Fig. 1: sequential cells colored by netlist name
The bar under the picture is 20 um long. Other cells in gray.
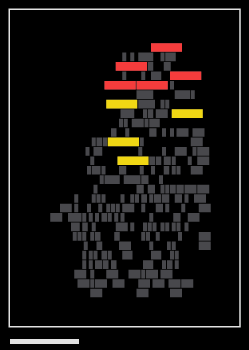
Fig. 2: logic cells by family
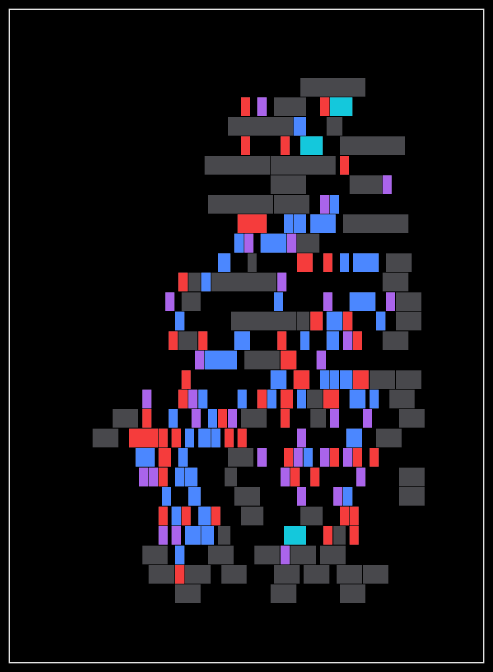
[config.mk]
export PLATFORM = sky130hd
export DESIGN_NAME = mips_multicycle_ctrl
export DESIGN_NICKNAME = d
export VERILOG_FILES = /design/src/rtl/mips_multicycle_ctrl.sv
export SDC_FILE = /design/constraint.sdc
export NUM_CORES = 1
export LEC_CHECK = 0
export ABC_AREA = 1
export CAP_MARGIN = 20
export CORE_ASPECT_RATIO = 1.5
export CORE_MARGIN = 8
export CORE_UTILIZATION = 25
export CTS_BUF_LIST = sky130_fd_sc_hd__clkbuf_8
export CTS_CLUSTER_DIAMETER = 200
export DETAILED_ROUTE_END_ITERATION = 10
export PLACE_DENSITY = 0.56
export SYNTH_ARGS = -nofsm -noshare
export SYNTH_HDL_FRONTEND = slang
export SYNTH_SLANG_ARGS = --single-unit
[constraint.sdc]
create_clock -name clk -period 3.89 [get_ports clk]
set_input_delay 0.389 -clock clk [delete_from_list [all_inputs] [get_ports clk]]
set_output_delay 0.389 -clock clk [all_outputs]
set_load 0.005 [all_outputs]
[src/rtl/mips_multicycle_ctrl.sv]
// Multicycle Moore control FSM for the 32-bit MIPS datapath: sequences
// fetch/decode/execute/memory/writeback, holds the memory handshake and traps.
module mips_multicycle_ctrl #(
   parameter int unsigned MEM_WAIT_MAX = 16,
   parameter int unsigned CNT_W        = 5
) (
   input  logic       clk,
   input  logic       rst_n,
   input  logic [5:0] opcode,
   input  logic       alu_zero,
   input  logic       mem_ready,
   output logic       pc_write,
   output logic       ir_write,
   output logic       iord,
   output logic       mem_read,
   output logic       mem_write,
   output logic       reg_write,
   output logic       reg_dst,
   output logic       mem_to_reg,
   output logic       alu_src_a,
   output logic [1:0] alu_src_b,
   output logic [1:0] ext_sel,
   output logic [2:0] alu_op,
   output logic [1:0] pc_src,
   output logic [3:0] state,
   output logic       illegal
);

   typedef enum logic [3:0] {
      S_FETCH     = 4'd0,
      S_DECODE    = 4'd1,
      S_MEM_ADDR  = 4'd2,
      S_MEM_READ  = 4'd3,
      S_MEM_WB    = 4'd4,
      S_MEM_WRITE = 4'd5,
      S_R_EXEC    = 4'd6,
      S_R_WB      = 4'd7,
      S_I_EXEC    = 4'd8,
      S_I_WB      = 4'd9,
      S_BRANCH    = 4'd10,
      S_JUMP      = 4'd11,
      S_TRAP      = 4'd15
   } state_e;

   localparam logic [5:0] OP_RTYPE = 6'b000000;
   localparam logic [5:0] OP_LW    = 6'b100011;
   localparam logic [5:0] OP_SW    = 6'b101011;
   localparam logic [5:0] OP_BEQ   = 6'b000100;
   localparam logic [5:0] OP_BNE   = 6'b000101;
   localparam logic [5:0] OP_J     = 6'b000010;
   localparam logic [5:0] OP_ADDI  = 6'b001000;
   localparam logic [5:0] OP_ANDI  = 6'b001100;
   localparam logic [5:0] OP_ORI   = 6'b001101;
   localparam logic [5:0] OP_SLTI  = 6'b001010;
   localparam logic [5:0] OP_LUI   = 6'b001111;

   localparam logic [2:0] ALU_ADD   = 3'b000;
   localparam logic [2:0] ALU_SUB   = 3'b001;
   localparam logic [2:0] ALU_FUNCT = 3'b010;
   localparam logic [2:0] ALU_AND   = 3'b011;
   localparam logic [2:0] ALU_OR    = 3'b100;
   localparam logic [2:0] ALU_SLT   = 3'b101;
   localparam logic [2:0] ALU_PASSB = 3'b110;

   localparam logic [CNT_W-1:0] WAIT_LAST = CNT_W'(MEM_WAIT_MAX - 1);

   state_e             state_q, state_d;
   logic [CNT_W-1:0]   cnt_q, cnt_d;
   logic               wait_st;
   logic               timeout;

   assign wait_st = (state_q == S_FETCH) || (state_q == S_MEM_READ) ||
                    (state_q == S_MEM_WRITE);
   // A ready in the last allowed cycle still completes the access.
   assign timeout = wait_st && !mem_ready && (cnt_q == WAIT_LAST);

   always_comb begin
      state_d = state_q;
      case (state_q)
         S_FETCH:     if (mem_ready) state_d = S_DECODE;
         S_DECODE: begin
            case (opcode)
               OP_RTYPE:                                  state_d = S_R_EXEC;
               OP_LW, OP_SW:                              state_d = S_MEM_ADDR;
               OP_BEQ, OP_BNE:                            state_d = S_BRANCH;
               OP_J:                                      state_d = S_JUMP;
               OP_ADDI, OP_ANDI, OP_ORI, OP_SLTI, OP_LUI: state_d = S_I_EXEC;
               default:                                   state_d = S_TRAP;
            endcase
         end
         S_MEM_ADDR:  state_d = (opcode == OP_SW) ? S_MEM_WRITE : S_MEM_READ;
         S_MEM_READ:  if (mem_ready) state_d = S_MEM_WB;
         S_MEM_WRITE: if (mem_ready) state_d = S_FETCH;
         S_R_EXEC:    state_d = S_R_WB;
         S_I_EXEC:    state_d = S_I_WB;
         S_MEM_WB, S_R_WB, S_I_WB, S_BRANCH, S_JUMP: state_d = S_FETCH;
         S_TRAP:      state_d = S_TRAP;
         default:     state_d = S_TRAP;
      endcase
      if (timeout) state_d = S_TRAP;
   end

   // Counts consecutive stalled cycles; any state change or ready clears it.
   assign cnt_d = (wait_st && !mem_ready && (state_d == state_q)) ?
                  cnt_q + CNT_W'(1) : '0;

   always_ff @(posedge clk or negedge rst_n) begin
      if (!rst_n) begin
         state_q <= S_FETCH;
         cnt_q   <= '0;
      end else begin
         state_q <= state_d;
         cnt_q   <= cnt_d;
      end
   end

   assign state = state_q;

   // Moore decode; only FETCH (mem_ready) and BRANCH (alu_zero) gate pc_write.
   always_comb begin
      pc_write   = 1'b0;
      ir_write   = 1'b0;
      iord       = 1'b0;
      mem_read   = 1'b0;
      mem_write  = 1'b0;
      reg_write  = 1'b0;
      reg_dst    = 1'b0;
      mem_to_reg = 1'b0;
      alu_src_a  = 1'b0;
      alu_src_b  = 2'b00;
      ext_sel    = 2'b00;
      alu_op     = ALU_ADD;
      pc_src     = 2'b00;
      illegal    = 1'b0;
      case (state_q)
         S_FETCH: begin
            mem_read  = 1'b1;
            alu_src_b = 2'b01;
            pc_write  = mem_ready & rst_n;
            ir_write  = mem_ready & rst_n;
         end
         S_DECODE:    alu_src_b = 2'b11;
         S_MEM_ADDR: begin
            alu_src_a = 1'b1;
            alu_src_b = 2'b10;
         end
         S_MEM_READ: begin
            mem_read = 1'b1;
            iord     = 1'b1;
         end
         S_MEM_WB: begin
            reg_write  = 1'b1;
            mem_to_reg = 1'b1;
         end
         S_MEM_WRITE: begin
            mem_write = 1'b1;
            iord      = 1'b1;
         end
         S_R_EXEC: begin
            alu_src_a = 1'b1;
            alu_op    = ALU_FUNCT;
         end
         S_R_WB: begin
            reg_write = 1'b1;
            reg_dst   = 1'b1;
         end
         S_I_EXEC: begin
            alu_src_a = 1'b1;
            alu_src_b = 2'b10;
            case (opcode)
               OP_ANDI: begin ext_sel = 2'b01; alu_op = ALU_AND;   end
               OP_ORI:  begin ext_sel = 2'b01; alu_op = ALU_OR;    end
               OP_SLTI: begin ext_sel = 2'b00; alu_op = ALU_SLT;   end
               OP_LUI:  begin ext_sel = 2'b10; alu_op = ALU_PASSB; end
               default: begin ext_sel = 2'b00; alu_op = ALU_ADD;   end
            endcase
         end
         S_I_WB:      reg_write = 1'b1;
         S_BRANCH: begin
            alu_src_a = 1'b1;
            alu_op    = ALU_SUB;
            pc_src    = 2'b01;
            pc_write  = (opcode == OP_BNE) ? !alu_zero : alu_zero;
         end
         S_JUMP: begin
            pc_src   = 2'b10;
            pc_write = 1'b1;
         end
         S_TRAP:      illegal = 1'b1;
         default:     illegal = 1'b1;
      endcase
   end

endmodule

==> results.cfg <==
; yosys + openroad results
[run_status]
status = completed

[pwr]
switchingPower_uw = 53.5
power.density_nw_per_um2 = 168
power_frac_comb_pct = 11.7
leakage_uw = 0.000637
p_int_uw = 175
p_sw_share_pct = 23.4
finalPower_uw = 228
p_clk_share_pct = 47.1

[die]
die_h_um = 91.0
die_area_um2 = 6010
core-area_um2 = 3650

[synthesis]
synth-simple-area-share_pct = 50.0
synth_area_um2 = 938
synth_top_cell_by_area = dfrtp_1
top_cells_by_area = dfrtp_1, nor2_1, nand2_1
yosys_area_um2 = 938
logic_family = simple AND/OR/NAND/NOR gates
aoi_share_pct = 7.73
synth_stat.cells = 155
ys_seq_share_pct = 24.0
fa_ha_area_share_pct = 2.67
synth_top_area_share_pct = 24.0
synth_flops = 9
synthDistinctLibCells = 27
mux_area_share_pct = 0

[clock_tree]
h-tree-depth = 1
cts_tree = yes
numCtsBuffers = 3
post-cts-setup-buffer-count = 0
cts.clk_slew.worst_paths_ns = 0.05
cts_root_buf = clkbuf_8

[worst_setup_path]
cp.required_ns = 3.50
crit_arrival_ns = 2.12
cp_max_fo = 8

[timing]
setup_viol = 0
fin_crit_sh_pct = 64.4
hold_viol = 0
max-slew-margin-rel_pct = 69.7
tns_ns = 0
tightestPinTransition_ns = 0.453

[drt]
highest_layer = met4
met1Wirelength_mm = 1.03
first_iter_violations = 39
drc = 0
wirelength_mm = 2.74
num_vias = 1062
met3WireLength_um = 118
firstDrtPassIters = 4

[global_routing]
grt_antenna_before_repair = 0
grt_pass1_wl_mm = 4.67
grtUsageTotal_pct = 9.47
grt_pass1_vias = 1061
grt_overflow = 0

[final_layout]
instances_no_fill = 234
syn2layout_area_growth_pct = 44.7

[run]
drv_cap = 0
warnings = 26

[min_path]
hold_path.class = flop to flop

[placed_design]
dp_hpwl_mm = 2.39
Back to the opening pictures, Fig. 1:
legend:
  red:
    signal: cnt_q
    placed_flops: 5
  yellow:
    signal: state
    placed_flops: 4
Seq group: 93.9 uW
Flop area: 225 um2
sequential portion of the cell area: 16.6%

Back to the opening pictures, Fig. 2:
legend:
  blue:
    family: nand cells
    cells: 49
  red:
    family: nor cells
    cells: 47
  cyan:
    family: xor and xnor cells
    cells: 3
  purple:
    family: inv cells
    cells: 32
logic share of the area: 43.7%
most frequent logic cell in the layout: nor2_1

sequential cells by signal, summed over array words and instances, names as in the netlist:
register  count
cnt_q         5
state         4
layout make-up:
class | count | area [um2] | share of cell area [%]
multi-input cells | 114 | 593 | 43.7
repair buffers | 32 | 320 | 23.6
flip-flops and latches | 9 | 225 | 16.6
inverters | 32 | 120 | 8.85
well taps | 43 | 53.8 | 3.96
clock buffers | 3 | 41.3 | 3.04
clock inverters | 1 | 3.75 | 0.276
path summary, 6_finish.rpt:
path                                         start  cells after the start                 end
max in group asynchronous                    rst_n                      1  cnt_q[1]$_DFF_PN0_
worst min register to register  cnt_q[0]$_DFF_PN0_                      1  cnt_q[0]$_DFF_PN0_
min in group asynchronous                    rst_n                      1  state[3]$_DFF_PN0_
worst min-delay path            cnt_q[0]$_DFF_PN0_                      1  cnt_q[0]$_DFF_PN0_
worst max-delay path            state[3]$_DFF_PN0_                      9           alu_op[1]
worst max register to register  cnt_q[0]$_DFF_PN0_                     10  cnt_q[0]$_DFF_PN0_
layer usage:
layer	GRT usage [%]	vias to the layer above
met4	5.19	0
li1	-	558
met3	0.984	8
met1	9.51	474
met2	17.9	22
met5	0	-
placed cells by master (no fill, tap or decap), drive strengths merged:
cell            n
nor2           43
inv            33
clkdlybuf4s50  32
nand2          31
nand3          14
dfrtp           9
o21ai           4
nor3            3
clkbuf          3
nand4           3
and3            2
xor2            2
ha              2
a21oi           2
a311oi          1
nand3b          1
nor4            1
o31ai           1
o221ai          1
o211ai          1
xnor2           1
o22ai           1
stage by stage:
stage / hold slack, ns / setup WS [ns]
floorplan: 0.0934 / 2.28
global placement: 0.453 / 1.42
detailed placement: 0.462 / 1.42
CTS: 0.467 / 1.35
global route: 0.501 / 1.23
finish: 0.463 / 1.38
Yosys cell counts, drive strengths merged:
cell type and instances:
a21oi 2, o22ai 1, o221ai 1, xor2 2, nand3b 1, o21ai 4
nand3 14, xnor2 1, a311oi 1, nand2 31, inv 32, nand4 3
o211ai 1, o31ai 1, and3 2, nor4 1, dfrtp 9, ha 2
nor2 43, nor3 3
cells by family after synthesis:
family | after synthesis
buffers and inverters | 32
xor gates and xnor gates | 3
and+or+nand+nor | 98
adders and majority gates | 2
AOI/OAI and AO/OA | 11
DFF | 9
power by group through the flow:
stage | clock network, uW | registers, uW | logic [uW]
after CTS | 111 | 93.9 | 27.0
after detailed placement | 0 | 95.3 | 26.8
after global placement | 0 | 95.3 | 27.1
after global routing | 114 | 93.8 | 29.9
final | 108 | 93.9 | 26.7
after floorplan | 0 | 95.4 | 11.0
worst max-delay path, stage by stage, from the launching register on:
cell and delay [ns]:
dfrtp_1 0.51, inv_1 0.10, nor2_1 0.12, inv_2 0.08, nor2_1 0.17, inv_1 0.12, nor2_1 0.13, nor2_1 0.05
o21ai_0 0.06, clkdlybuf4s50_1 0.53
Power and IR drop assume default switching activity.
